run_1/final_congestion.png
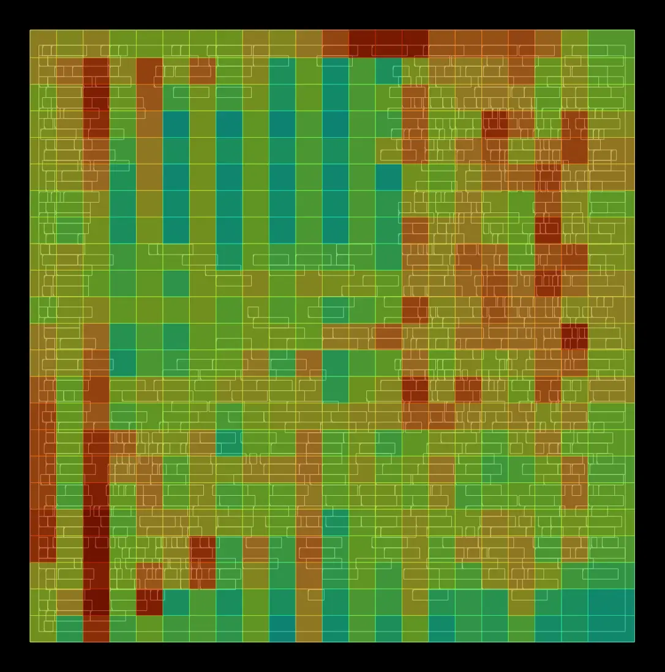
run_1/port_nets.png
Drawn at 1.5 px/µm.
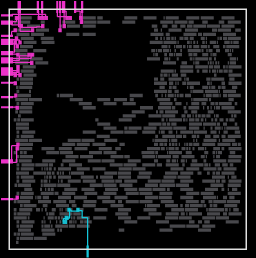
run_1/met4.png
Drawn at 2 px/µm. Supply wires on this layer in grey.
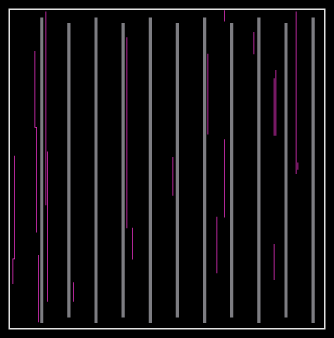
run_1/density.png
Drawn at 2 px/µm. 16 x 16 tiles, from dark blue (low) to red (high), 0 to 100% covered.
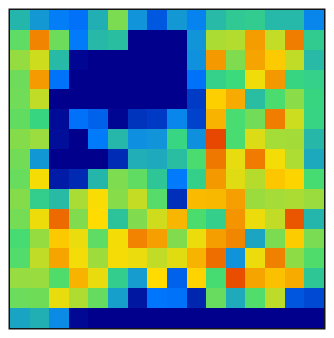
==> src/rtl/fft_peak_detect_pkg.sv <==
// -----------------------------------------------------------------------------
// fft_peak_detect_pkg
// Shared constants, types and helpers for the FFT peak detector.
//   N / LOG2N        bins per frame and bin-index width
//   MUL_LAT/ADD_LAT  latency of the shared Mult and Adder cores
//   PIPE_LAT         total operand-to-sum1 latency carried by the tag pipe
//   FP_POS_INF       IEEE-754 single +Inf
//   FP_EXP_MASK      exponent field mask of an IEEE-754 single
//   state_t          detector FSM state encoding
//   tag_t            {valid, bin} tag travelling alongside the shared operators
// -----------------------------------------------------------------------------
package fft_peak_detect_pkg;

    localparam int N        = 256;
    localparam int LOG2N    = 8;
    localparam int MUL_LAT  = 6;
    localparam int ADD_LAT  = 7;
    localparam int PIPE_LAT = MUL_LAT + ADD_LAT;
    localparam int TAG_W    = LOG2N + 1;
    localparam int DRAIN_W  = $clog2(PIPE_LAT + 1);

    localparam logic [31:0] FP_POS_INF  = 32'h7F80_0000;
    localparam logic [31:0] FP_EXP_MASK = 32'h7F80_0000;

    typedef enum logic [1:0] {
        ST_IDLE  = 2'd0,
        ST_FEED  = 2'd1,
        ST_DRAIN = 2'd2,
        ST_DONE  = 2'd3
    } state_t;

    typedef struct packed {
        logic             valid;
        logic [LOG2N-1:0] bin;
    } tag_t;

    // NaN: exponent all ones with a non-zero mantissa.
    function automatic logic fp_is_nan(input logic [31:0] f);
        return ((f & FP_EXP_MASK) == FP_EXP_MASK) && (f[22:0] != 23'd0);
    endfunction

    // Magnitude-squared is non-negative, so {exp,mant} orders as an unsigned
    // integer; dropping the sign also makes -0 compare equal to +0.
    function automatic logic [30:0] fp_mag(input logic [31:0] f);
        return f[30:0];
    endfunction

endpackage

==> src/rtl/fft_peak_detect_tag_delay.sv <==
// -----------------------------------------------------------------------------
// tag_delay
// Fixed-depth shift register carrying a tag alongside an external pipeline.
//   clk  rising-edge clock
//   rst  asynchronous active-high clear of every stage
//   d    tag entering the pipe this cycle
//   q    tag that entered DEPTH cycles ago
// -----------------------------------------------------------------------------
module tag_delay #(
    parameter int DEPTH = 13,
    parameter int WIDTH = 9
) (
    input  logic             clk,
    input  logic             rst,
    input  logic [WIDTH-1:0] d,
    output logic [WIDTH-1:0] q
);

    logic [WIDTH-1:0] stage [DEPTH];

    // NOTE: this is a register chain rather than a RAM, so clearing every
    // stage on reset is cheap and is what guarantees an aborted frame leaves
    // no live tag behind to corrupt the next search.
    always_ff @(posedge clk or posedge rst) begin
        if (rst) begin
            for (int i = 0; i < DEPTH; i++) begin
                stage[i] <= '0;
            end
        end else begin
            stage[0] <= d;
            for (int i = 1; i < DEPTH; i++) begin
                stage[i] <= stage[i-1];
            end
        end
    end

    assign q = stage[DEPTH-1];

endmodule

==> src/rtl/fft_peak_detect.sv <==
// -----------------------------------------------------------------------------
// fft_peak_detect
// Consumes one frame of N complex FFT bins (IEEE-754 single re/im), computes
// |X|^2 = re*re + im*im on the shared Mult/Adder cores and reports the index
// and value of the largest |X|^2 once per frame.
//
// Ports
//   clk, rst            clock, asynchronous active-high reset
//   start / ready       frame request (sampled in IDLE) / high while IDLE
//   in_re, in_im        current bin, qualified by in_valid, order 0..N-1
//   m1,n1 / m2,n2       Mult1 (re,re) and Mult2 (im,im) operands
//   prod1, prod2        Mult results, MUL_LAT cycles after operands
//   a1, b1              Adder operands (pass-through of prod1/prod2)
//   sum1                Adder result, ADD_LAT cycles after a1/b1
//   peak_bin, peak_mag  result; updated only when a frame completes
//   valid               high from frame completion until next accepted start
//
// Build option
//   PEAK_SKIP_DC_EN     when defined, bin 0 (DC) is excluded from the search
// -----------------------------------------------------------------------------
module fft_peak_detect
    import fft_peak_detect_pkg::*;
(
    input  logic             clk,
    input  logic             rst,
    input  logic             start,
    output logic             ready,
    input  logic [31:0]      in_re,
    input  logic [31:0]      in_im,
    input  logic             in_valid,
    output logic [31:0]      m1,
    output logic [31:0]      n1,
    output logic [31:0]      m2,
    output logic [31:0]      n2,
    input  logic [31:0]      prod1,
    input  logic [31:0]      prod2,
    output logic [31:0]      a1,
    output logic [31:0]      b1,
    input  logic [31:0]      sum1,
    output logic [LOG2N-1:0] peak_bin,
    output logic [31:0]      peak_mag,
    output logic             valid
);

`ifdef PEAK_SKIP_DC_EN
    localparam logic SKIP_DC = 1'b1;
`else
    localparam logic SKIP_DC = 1'b0;
`endif

    localparam logic [LOG2N-1:0]   LAST_BIN  = LOG2N'(N - 1);
    localparam logic [DRAIN_W-1:0] DRAIN_END = DRAIN_W'(PIPE_LAT);

    state_t             state;
    state_t             state_nx;
    logic [LOG2N-1:0]   bin_cnt;
    logic [DRAIN_W-1:0] drain_cnt;
    logic [31:0]        re_q;
    logic [31:0]        im_q;
    tag_t               op_tag;
    tag_t               out_tag;
    logic [30:0]        max_mag;
    logic [LOG2N-1:0]   max_bin;
    logic               accept;
    logic               frame_start;
    logic               take;

    assign accept      = (state == ST_FEED) && in_valid;
    assign frame_start = (state == ST_IDLE) && start;
    assign ready       = (state == ST_IDLE);

    // ---------------------------------------------------------------- FSM
    always_ff @(posedge clk or posedge rst) begin
        if (rst) begin
            state <= ST_IDLE;
        end else begin
            state <= state_nx;
        end
    end

    // NOTE: state_nx gets its default before the case so every path assigns
    // it and no latch is inferred.
    always_comb begin
        state_nx = state;
        case (state)
            ST_IDLE:  if (start) state_nx = ST_FEED;
            ST_FEED:  if (accept && (bin_cnt == LAST_BIN)) state_nx = ST_DRAIN;
            // The drain covers the operand register plus the full operator
            // latency, so the last bin's compare happens on the exit edge.
            ST_DRAIN: if (drain_cnt == DRAIN_END) state_nx = ST_DONE;
            ST_DONE:  state_nx = ST_IDLE;
            default:  state_nx = ST_IDLE;
        endcase
    end

    // ---------------------------------------------------------- counters
    // NOTE: sequential state uses non-blocking assignments so every register
    // samples the pre-edge value of its neighbours, independent of order.
    always_ff @(posedge clk or posedge rst) begin
        if (rst) begin
            bin_cnt   <= '0;
            drain_cnt <= '0;
        end else begin
            case (state)
                ST_IDLE: begin
                    if (start) begin
                        bin_cnt   <= '0;
                        drain_cnt <= '0;
                    end
                end
                ST_FEED:  if (accept) bin_cnt <= bin_cnt + 1'b1;
                ST_DRAIN: drain_cnt <= drain_cnt + 1'b1;
                default:  ;
            endcase
        end
    end

    // ------------------------------------------------ operand stage + tags
    // Operands are registered so the shared cores see a clean launch; idle
    // cycles drive zeros. The tag is registered alongside them and then
    // delayed by the operator latency so it lines up with sum1.
    always_ff @(posedge clk or posedge rst) begin
        if (rst) begin
            re_q   <= '0;
            im_q   <= '0;
            op_tag <= '0;
        end else begin
            re_q         <= accept ? in_re : '0;
            im_q         <= accept ? in_im : '0;
            op_tag.valid <= accept && !(SKIP_DC && (bin_cnt == '0));
            op_tag.bin   <= bin_cnt;
        end
    end

    assign m1 = re_q;
    assign n1 = re_q;
    assign m2 = im_q;
    assign n2 = im_q;
    assign a1 = prod1;
    assign b1 = prod2;

    tag_delay #(
        .DEPTH (PIPE_LAT),
        .WIDTH (TAG_W)
    ) u_tag_delay (
        .clk (clk),
        .rst (rst),
        .d   (op_tag),
        .q   (out_tag)
    );

    // ------------------------------------------------------- running max
    // Strictly-greater update keeps the lowest bin on a tie; NaN never wins.
    assign take = out_tag.valid && !fp_is_nan(sum1) && (fp_mag(sum1) > max_mag);

    always_ff @(posedge clk or posedge rst) begin
        if (rst) begin
            max_mag <= '0;
            max_bin <= '0;
        end else if (frame_start) begin
            max_mag <= '0;
            max_bin <= '0;
        end else if (take) begin
            max_mag <= fp_mag(sum1);
            max_bin <= out_tag.bin;
        end
    end

    // ------------------------------------------------------------ result
    always_ff @(posedge clk or posedge rst) begin
        if (rst) begin
            peak_bin <= '0;
            peak_mag <= '0;
            valid    <= 1'b0;
        end else if (frame_start) begin
            valid <= 1'b0;
        end else if (state == ST_DONE) begin
            peak_bin <= max_bin;
            peak_mag <= {1'b0, max_mag};
            valid    <= 1'b1;
        end
    end

endmodule

==> config.mk <==
export PLATFORM = sky130hd
export DESIGN_NAME = fft_peak_detect
export DESIGN_NICKNAME = d
export VERILOG_FILES = /design/src/rtl/fft_peak_detect_pkg.sv /design/src/rtl/fft_peak_detect_tag_delay.sv /design/src/rtl/fft_peak_detect.sv
export SDC_FILE = /design/constraint.sdc
export NUM_CORES = 1
export LEC_CHECK = 0
export CAP_MARGIN = 20
export CORE_AREA = 2 2 155 157
export DETAILED_ROUTE_END_ITERATION = 7
export DIE_AREA = 0 0 157 159
export DONT_BUFFER_PORTS = 1
export HOLD_SLACK_MARGIN = 0.1
export PLACE_DENSITY = 0.73
export SYNTH_ARGS = -nofsm -noshare
export SYNTH_HDL_FRONTEND = slang
export SYNTH_SLANG_ARGS = --single-unit
==> constraint.sdc <==
create_clock -name clk -period 11.59 [get_ports clk]
set_clock_uncertainty 0.2 [all_clocks]
set_input_delay 1.7385 -clock clk [delete_from_list [all_inputs] [get_ports clk]]
set_output_delay 1.7385 -clock clk [all_outputs]
set_load 0.02 [all_outputs]
==> changes_impl.md, run 1 <==
### Physical design

* Metal-1 WL at 9585 µm
* Status: completed
* VDD IR max at 0.0001838 V
* Ys cells at 920
* Worst Setup Slack, final at 7.207 ns
* Min-delay src: u_tag_delay.stage[33]
* Filler Cells Inserted at 1,915
* Cell-internal power at 2101 µW
* Worst slew margin at 25.12%
* Post-synth top area cell: dfrtp_1
* Setup TNS Final at 0 ns
* H-tree depth at 1
* Ratio of cells with drive above 1 in the final layout at 14.34%
* Well Taps at 319
* Mux frac, synth at 3.986%
* Fin nets at 980
* Logic share of the area at 26.45%
* Worst Setup EP: max_mag[29]
* Clock Sinks at 283
* Max-area cell share at 61.30%
* Worst slew pin tran at 1.123 ns
* Largest power group: registers
* CP Class: in2reg
* Largest non-sequential cell family by area: buffers and inverters
* Non-clk buf share at 0.4847%
* Worst setup path startpoint: sum1[13]
* Cell depth of the worst flop-to-flop path at 9
* Post-CTS Setup Inserts at 0
* Post-Place Cells at 1,064
* CTS buffer count at 30
* DR top layer: met5
* Seq. cell area at 0.007082 mm²
* Total GRT Usage at 19.63%
* Async S/R FF share, synth at 100.0%
* Seq power at 1580 µW
* Post-synth net total at 1,122
* Vias in the first global route at 6,384
* Yosys warns at 0
* Mean Syn Cell Area at 12.56 µm²
* Vias per cell at 5.669
* CTS tree: yes
* Combinational power share at 21.4%
* Cell with the most instances after synthesis: dfrtp_1
* CTS Buffer Depth at 3
* Die W at 157 µm
* Fmax at 0.2282 GHz
* PwrDens at 273.2 mW/mm²
* Post-Syn Instances at 920
* Non-filler cells, final at 1,122
* CP Cell Sequence: ha_1 -> nand4_1 -> nor3_1 -> o31ai_1 -> a21oi_4 -> buf_4 -> o2111ai_1 -> o311ai_1
* Flops after synth at 283
* Clock Power at 973 µW
* Hold path endpoint: u_tag_delay.stage[24]
* Synth Seq Share at 61.30%
* Fin crit share at 37.81%
* Crit end category: register
* Critical path depth at 8
* Dominant flop cell: dfrtp_1
* Root Buffer: clkbuf_16
* Largest register FFs at 108
* Final Max Slew Viols at 0
* Row count at 56
* Seq area share at 59.64%
* Switching pwr at 1144 µW
* Crit path DAT at 4.61 ns
* Worst-path fanout max at 42
* Worst setup SP type: primary input
* Routed vias at 6,361
* R2r startpoint: max_mag[13]
* Main area contributors: dfrtp_1, buf_4, ha_1
* Comb gates at 419
* Inverters at 38
Back to the opening pictures, final_congestion.png:
met2 GRT Util: 31.02%
met3 usage: 8.655%
drt wl/cell: 21.86 µm
GR Util met1: 24.11%

Back to the opening pictures, port_nets.png:
- `start`: cyan (bits 1; direction input; edge south; end cells 4; buffers 0; wire 50.7 µm)
- `in_im`: magenta (bits 32; direction input; edge 22 west, 10 north; end cells 32; buffers 0; wire 326 µm)
# IOs: 398
port bufs: 0

Back to the opening pictures, met4.png:
- nets with wire on the layer: 12
- main direction: vertical
- longest straight run: 96.6 µm
- wire length on this layer: 787 µm

Back to the opening pictures, density.png:
- mean over tiles: 46%
- densest ninth of the die: east
- tiles over 75% full: 17%
- nearly empty tiles: 16%
core area: 0.02319 mm²
Floorplan Utilization: 49.81%
Core Util, Final: 51.20%

-- run 1: cells in the final DEF (no fill, tap or decap), types with 2 or more instances in the layout --
cell type,synthesis,routed
nor2b_1,2,2
dfrtp_1,283,283
a21oi_1,13,13
or3_1,2,2
ha_1,38,36
nand3_1,5,5
a21oi_2,3,2
xor2_1,4,4
inv_8,0,2
nor2_1,14,14
nand2_1,59,58
a22o_1,2,2
o21ai_1,2,2
nor4_1,5,5
o2111ai_1,39,39
and3_1,67,66
mux2_2,40,40
clkbuf_8,0,3
clkinv_4,0,3
nor3_1,3,3
clkbuf_16,0,31
or2_0,39,39
nand4_1,13,13
ha_2,0,2
clkinv_2,0,8
buf_4,132,5
clkinvlp_4,0,4
o311ai_1,39,39
inv_1,38,37
nand3b_1,2,2
o21ai_0,13,13
bufinv_16,0,3
run_1/clock_map.png
Drawn at 2 px/µm.
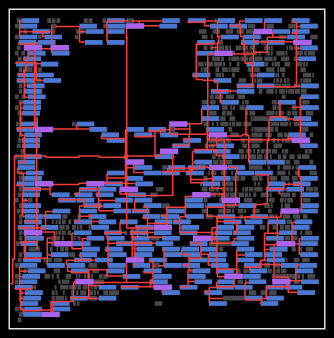

==> run 2: changes to the inputs <==
- PLACE_DENSITY: 0.73 -> 0.75
- clock period: 11.59 -> 3.7 ns (I/O delays scaled with it)
run_2/clock_map.png
Drawn at 2 px/µm.
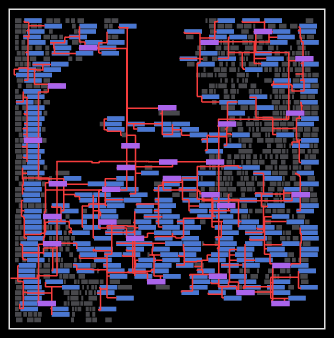
- cells driving clock nets: purple (count 29)
- clock wires: red (length 3,080 µm)
- flip-flops: blue (count 283)
- flops lie: all over the die

run_2/met4.png
Drawn at 2 px/µm. Supply wires on this layer in grey.
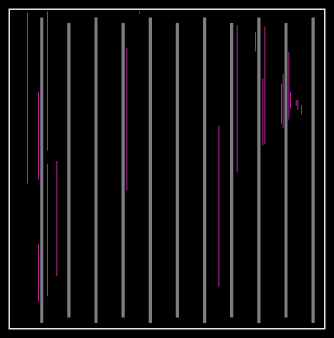
- wire length on this layer: 775 µm
- nets with wire on the layer: 16
- longest straight run: 85.0 µm
- share of all routed wire: 2.9%
- main direction: vertical
routed vias: 6,880
wirelength, routed: 27,050 µm

==> changes_impl.md, run 2 <==
### Physical design

* Async S/R FF share, synth at 100.0% (unchanged)
* Ys cells at 920 (unchanged)
* GR Util met1 at 27.35% (+3.2 points)
* R2r startpoint: max_mag[13]
* Crit end category: register
* Fa+ha+maj area frac at 4.116%
* Buf+Inv Stages, Crit Path at 2
* Floorplan Utilization at 49.81% (unchanged)
* Mean Syn Cell Area at 12.56 µm² (unchanged)
* Seq area share at 55.25% (-4.4 points)
* CTS tree: yes
* Critical path required time at 3.91 ns
* Worst slew pin tran at 0.7608 ns (-0.3624 ns)
* Final GP Congestion at 0.8813
* Comb gates at 419 (unchanged)
* Mux frac, synth at 3.986% (unchanged)
* Pleak at 0.006219 µW
* Max-area cell share at 61.30% (unchanged)
* Met3 usage at 8.492% (-0.16 points)
* Cell with the most instances after synthesis: dfrtp_1
* Fin crit share at 77.80%
* Post-synth net total at 1,122 (unchanged)
* Placed Area at 0.01091 mm²
* Inverters at 38 (unchanged)
* Finished Cell Area at 0.01282 mm²
* H-tree depth at 1 (unchanged)
* Cell depth of the worst flop-to-flop path at 9 (unchanged)
* PwrDens at 780.6 mW/mm² (+190%)
* Yosys stat area at 0.01155 mm²
* Setup violations, final at 0
* Main area contributors: dfrtp_1, buf_4, ha_1
* Met2 GRT Util at 35.31% (+4.3 points)
* Most flop-heavy register: u_tag_delay.stage
* Logic share of the area at 24.50% (-1.9 points)
* DRT Pass-1 Iters at 5
* CP max stage delay at 0.48 ns
* Critical path depth at 9 (+1)
* CP max-delay cell: nor3_1
* Post-synth top area cell: dfrtp_1
* DIE HEIGHT at 159 µm
* Worst-path clk slew at 0.06 ns
* Die W at 157 µm (unchanged)
* Ratio of cells with drive above 1 in the final layout at 12.35% (-2.0 points)
* Chip area at 0.02496 mm²
* Fraction of area in clock buffers and inverters at 6.881%
* Largest register FFs at 108 (unchanged)
* Core area at 0.02319 mm² (unchanged)
* Final Hold Vio Count at 0
* CTS Buffer Depth at 3 (unchanged)
* Min-delay src: in_valid
* # IOs at 398 (unchanged)
* Comb area at 0.003141 mm²
* DR top layer: met5
* Largest non-sequential cell family by area: buffers and inverters
* Flops after synth at 283 (unchanged)
* Port bufs at 0 (unchanged)
* Row count at 56 (unchanged)
* DRT antenna net count at 0
* Drt drc at 0
* Capturing point of the worst reg2reg path: max_mag[22]
* Total GRT Usage at 21.92% (+2.3 points)
* Vias per cell at 5.649 (-0.37%)
* VDD IR max at 0.0004814 V (+160%)
* Unrepaired setup endpoints after global routing: false
* Well Taps at 319 (unchanged)
* Yosys warns at 0 (unchanged)
* Most numerous logic cell after layout: dfrtp_1
* Post-Syn Instances at 920 (unchanged)
* Worst-path fanout max at 47 (+12%)
* Final Max Slew Viols at 0 (unchanged)
* Most numerous logic cells after layout: dfrtp_1, dlygate4sd3_1, and3_1, nand2_1, mux2_2
* Area fraction in xor and xnor cells at 0.3033%
* Clock Sinks at 283 (unchanged)
* Fmax at 0.3474 GHz
* CP Class: reg2reg
* Fin nets at 1,083 (+11%)
* Non-clk buf share at 9.117% (+8.6 points)
* # clk buffers at 36
* Crit path DAT at 3.09 ns (-1.52 ns)
* Metal-1 WL at 10,480 µm (+9.4%)
* Dominant flop cell: dfrtp_1
* CTS buffer count at 29 (-3.3%)
* Hold path endpoint: bin_cnt[0]
* Overall Power at 10,010 µW
* Post-CTS Setup Inserts at 0 (unchanged)
* Drt wl/cell at 22.21 µm (+1.6%)
* Num sequential at 283
* Status: completed
* Crit path top cell by count: nand4_1
* Min Tclk post-route at 2.879 ns
* Vias in the first global route at 7,000 (+9.6%)
* CP Cell Sequence: inv_1 -> ha_1 -> nand4_1 -> nor3_1 -> nand4_1 -> and3_2 -> buf_12 -> or2_0 -> o311ai_1
* Synth Seq Share at 61.30% (unchanged)
* Worst setup SP type: register
* Worst Setup EP: max_mag[22]
* Root Buffer: clkbuf_16
* Seq. cell area at 0.007082 mm² (unchanged)
* Post-synth EDFFs at 0
* AO/OA Area Share at 8.350%
* Worst slew margin at 49.31% (+24 points)
* Tool warnings at 34
* Filler Cells Inserted at 1,812 (-5.4%)
* Worst setup path startpoint: max_mag[13]
run_2/port_nets.png
Drawn at 1.5 px/µm.
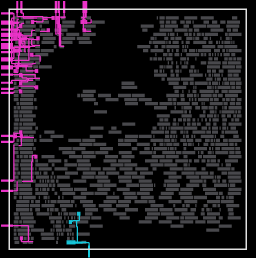
- `in_im`: magenta (bits 32; direction input; edge 24 west, 8 north; end cells 32; buffers 32; wire 791 µm)
- `start`: cyan (bits 1; direction input; edge south; end cells 4; buffers 1; wire 54.0 µm)

run 2: cell counts after synthesis:
No cell type changed its count.
run 2: through the flow:
step	std cells	util, %	hold WS (ns)	TNS (ns)	worst slack [ns]
2_1_floorplan	920	-	0.1312	-227.61	-0.8043
5_1_grt	1218	55.27	0.1497	0	0.6261
3_5_place_dp	1069	47.02	0.1347	0	0.6305
4_1_cts	1216	55.10	0.1029	0	0.7409
6_report	1218	55.27	0.1278	0	0.8213
3_3_place_gp	1069	47.02	0.1310	0	0.7689
run 2: power by group:
part	total (µW)	internal, µW	switching, µW
Sequential	4950	3840	1100
Clock	2700	1550	1160
Combinational	2350	1040	1310
Total	10000	6430	3580
run_2/final_congestion.png
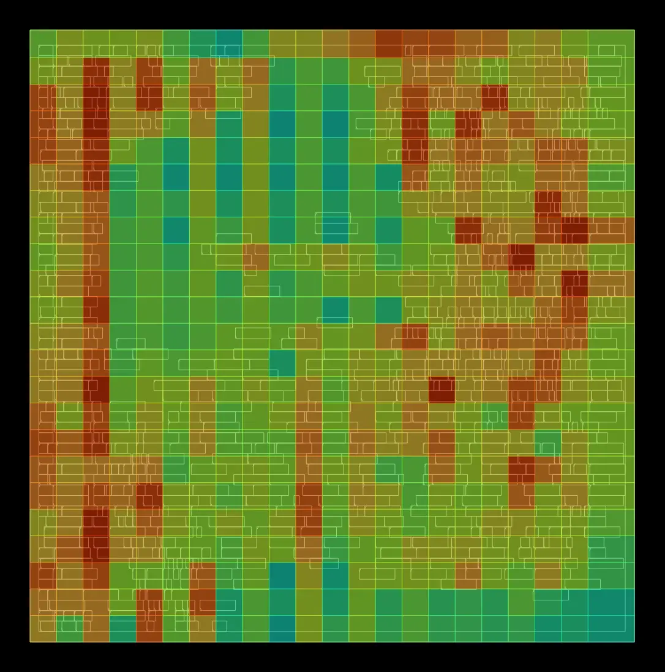

==> run 3: changes to the inputs <==
- PLACE_DENSITY: 0.75 -> 0.73
- clock period: 3.7 -> 3 ns (I/O delays scaled with it)
run_3/final_congestion.png
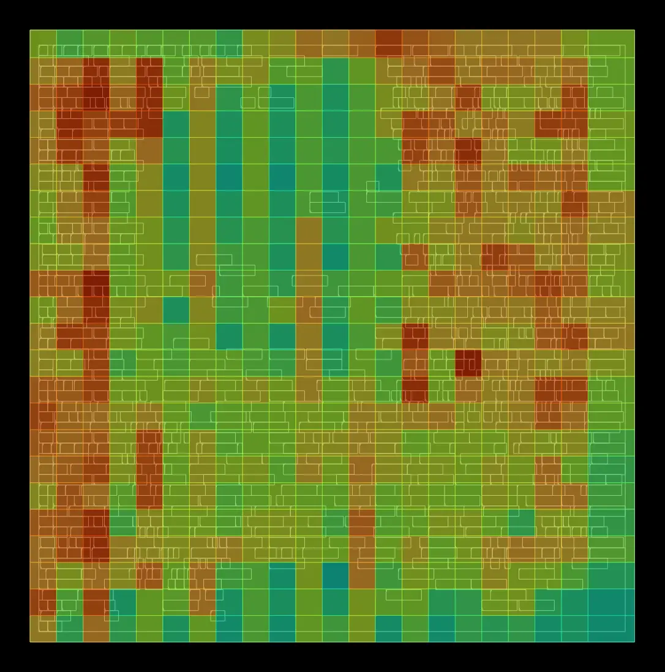
drt wl/cell: 22.27 µm
met2 GRT Util: 36.14%
GR Util met1: 28.50%
busiest grt layer: met2

run_3/met4.png
Drawn at 2 px/µm. Supply wires on this layer in grey.
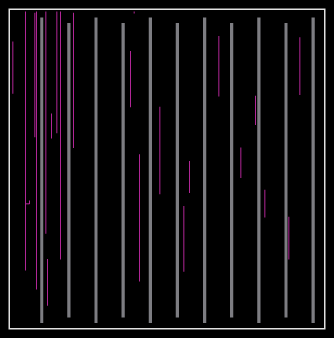
- nets with wire on the layer: 16
- main direction: vertical
- share of all routed wire: 3.7%
wirelength, routed: 28,670 µm
routed vias: 7,080

==> changes_impl.md, run 3 <==
### Physical design

* Pleak at 0.006722 µW (+8.1%)
* Main area contributors: dfrtp_1, buf_4, ha_1
* Post-synth net total at 1,122 (unchanged)
* Total GRT Usage at 23.01% (+1.1 points)
* Drt drc at 0 (unchanged)
* Inverters at 38 (unchanged)
* Mean Syn Cell Area at 12.56 µm² (unchanged)
* Row count at 56 (unchanged)
* Critical path required time at 3.24 ns (-0.67 ns)
* CTS Buffer Depth at 3 (unchanged)
* Worst Hold Slack at 0.1350 ns (+0.007125 ns)
* CTS buffer count at 29 (unchanged)
* Vias in the first global route at 7,248 (+3.5%)
* Min-delay worst type: in2reg
* CTS tree: yes
* Synthesis-to-finish area growth at 17.71%
* P_comb at 3190 µW (+36%)
* Pre-CTS setup slack at 0.3611 ns (-0.2694 ns)
* R2r startpoint: max_mag[13]
* DR top layer: met5
* Placed Area at 0.01105 mm² (+1.3%)
* Root Buffer: clkbuf_16
* Cell Type Count at 44
* VDD IR max at 0.0005950 V (+24%)
* Synth Seq Share at 61.30% (unchanged)
* CP top delay family: simple AND/OR/NAND/NOR gates
* First-pass GRT wire length at 43,570 µm
* Well Taps at 319 (unchanged)
* Min Tclk post-route at 2.645 ns (-0.2334 ns)
* Buf+Inv Stages, Crit Path at 3 (+1)
* Setup violations, final at 0 (unchanged)
* Buffers outside the clock class at 178
* Clk pwr share at 27.4% (+0.4 points)
* Post-Place Cells at 1,076 (+0.65%)
* DRT antenna net count at 0 (unchanged)
* DP HPWL at 18,580 µm
* Setup TNS Final at 0 ns (unchanged)
* 1st-iter DRT viols at 452
* Core Util, Final at 58.63% (+3.4 points)
* Dominant flop cell: dfrtp_1
* Status: completed
* Vias per cell at 5.501 (-2.6%)
* DR WL met2 at 13,250 µm
* Largest cell class: sequential cells
* Num sequential at 283 (unchanged)
* Yosys warns at 0 (unchanged)
* Worst setup SP type: register
* Crit path DAT at 2.88 ns (-0.21 ns)
* DRT Pass-1 Iters at 5 (unchanged)
* Comb area at 0.003141 mm² (unchanged)
* Worst Setup Slack, final at 0.3547 ns (-0.4666 ns)
* Post-cts resize count at 0
* DIE HEIGHT at 159 µm (unchanged)
* Yosys stat area at 0.01155 mm² (unchanged)
* Sequential power share at 47.8% (-1.7 points)
* Core area at 0.02319 mm² (unchanged)
* Most numerous logic cell after layout: dfrtp_1
* Largest register FFs at 108 (unchanged)
* # IOs at 398 (unchanged)
* # hold bufs at CTS at 161
* Crit path top cell by count: nand4_1
* Worst slew pin tran at 0.6612 ns (-0.09965 ns)
* Largest power group: registers
* Async S/R FF share, synth at 100.0% (unchanged)
* Ratio of cells with drive above 1 in the final layout at 11.98% (-0.36 points)
* Post-synth top area cell: dfrtp_1
* Post-Syn Instances at 920 (unchanged)
* Logic share of the area at 23.10% (-1.4 points)
* Diode count at 0
* Filler Cells Inserted at 1,729 (-4.6%)
* Non-clk buf share at 13.97% (+4.9 points)
* Overall Power at 12,820 µW (+28%)
* Crit end category: register
* Finished Cell Area at 0.01360 mm² (+6.1%)
* CP max stage delay at 0.38 ns (-0.10 ns)
* Largest net degree at the start of global routing at 87
* Most flop-heavy register: u_tag_delay.stage
* Synth Cell Area at 0.01155 mm²
* PwrDens at 942.5 mW/mm² (+21%)
* Port bufs at 0 (unchanged)
* Fraction of area in clock buffers and inverters at 6.846% (-0.036 points)
* Max-area cell share at 61.30% (unchanged)
* Seq area share at 52.08% (-3.2 points)
* CP Cell Sequence: inv_1 -> ha_1 -> nand4_1 -> nor3_1 -> buf_4 -> nand4_1 -> and3_2 -> buf_12 -> or2_0 -> o311ai_1
* Ys cells at 920 (unchanged)
* Tool warnings at 32 (-5.9%)
* Final GP Congestion at 0.9197 (+4.4%)
* Final Max Slew Viols at 0 (unchanged)
* Fin crit share at 88.18% (+10 points)
* Combinational power share at 24.9% (+1.4 points)
* Non-filler cells, final at 1,287 (+5.7%)
* Most numerous logic cells after layout: dfrtp_1, dlygate4sd3_1, and3_1, nand2_1, mux2_2
* Seq power at 6120 µW (+24%)
* Fin nets at 1,151 (+6.3%)
* Switching pwr at 4506 µW (+26%)
* Worst slew margin at 55.95% (+6.6 points)
* H-tree depth at 1 (unchanged)
* Worst setup path startpoint: max_mag[13]
* Gr ovfl total at 0
* Chip area at 0.02496 mm² (unchanged)
* Clock Sinks at 283 (unchanged)
* Fmax at 0.3780 GHz (+8.8%)
* Flops after synth at 283 (unchanged)
* Maxcap violations at 0
* CP Class: reg2reg
* CP max-delay cell: dfrtp_1
* Initial antenna violation count at 0
* Comb gates at 419 (unchanged)
* Min-delay src: in_valid
* Floorplan Utilization at 49.81% (unchanged)
* Seq. cell area at 0.007082 mm² (unchanged)
* Met3 usage at 9.254% (+0.76 points)
* # clk buffers at 39 (+8.3%)
* Worst-path clk slew at 0.07 ns (about the same)
* Cell with the most instances after synthesis: dfrtp_1
* Unrepaired setup endpoints after global routing: false
* Final Hold Vio Count at 0 (unchanged)
* Met3 WL at 3057 µm
* Most frequent cells after synthesis: dfrtp_1, buf_4, and3_1, nand2_1, mux2_2
* Cell-internal power at 8310 µW (+29%)
* Metal-1 WL at 11,220 µm (+7.0%)
* Die W at 157 µm (unchanged)
* Post-synth EDFFs at 0 (unchanged)
* Post-CTS Setup Inserts at 0 (unchanged)
* Sw frac at 35.16% (-0.57 points)
* Worst-path fanout max at 30 (-36%)
run_3/clock_map.png
Drawn at 2 px/µm.
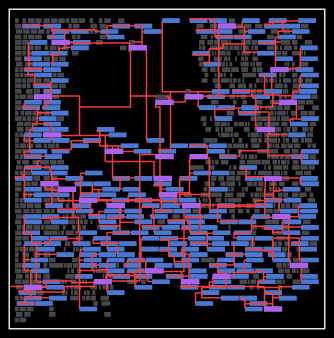
- cells driving clock nets: purple (count 29)
- flip-flops: blue (count 283)
- clock wires: red (length 3,280 µm)
- flops lie: all over the die
clk_lat worst skew: 0.55 ns
Clock Power: 3510 µW

## run 3: final timing paths
kind / endpoint / slack (ns) / cells past startpoint
worst max register to register: max_mag[29] / 0.35 / 10
min in group asynchronous: m1[10] / 0.16 / 2
max in group asynchronous: peak_mag[30] / 1.48 / 4
worst min register to register: u_tag_delay.stage[17] / 0.13 / 0
worst max-delay path: max_mag[29] / 0.35 / 10
worst min-delay path: state[0] / 0.13 / 4
## run 3: cells by family (layout without fill, tap and decap cells)
kind of cell,after synthesis,after routing,synth area share [%]
flip-flops,283,283,61.30
buffers and inverters,218,266,11.73
AND/OR/NAND/NOR,215,215,10.18
AND-OR/OR-AND,120,120,8.351
multiplexers,41,41,3.986
adder cells (fa/ha/maj),38,38,4.116
XOR/XNOR,4,4,0.3032
other,1,1,0.03246
Power figures rest on the tool's default switching activity, not on a simulated workload.
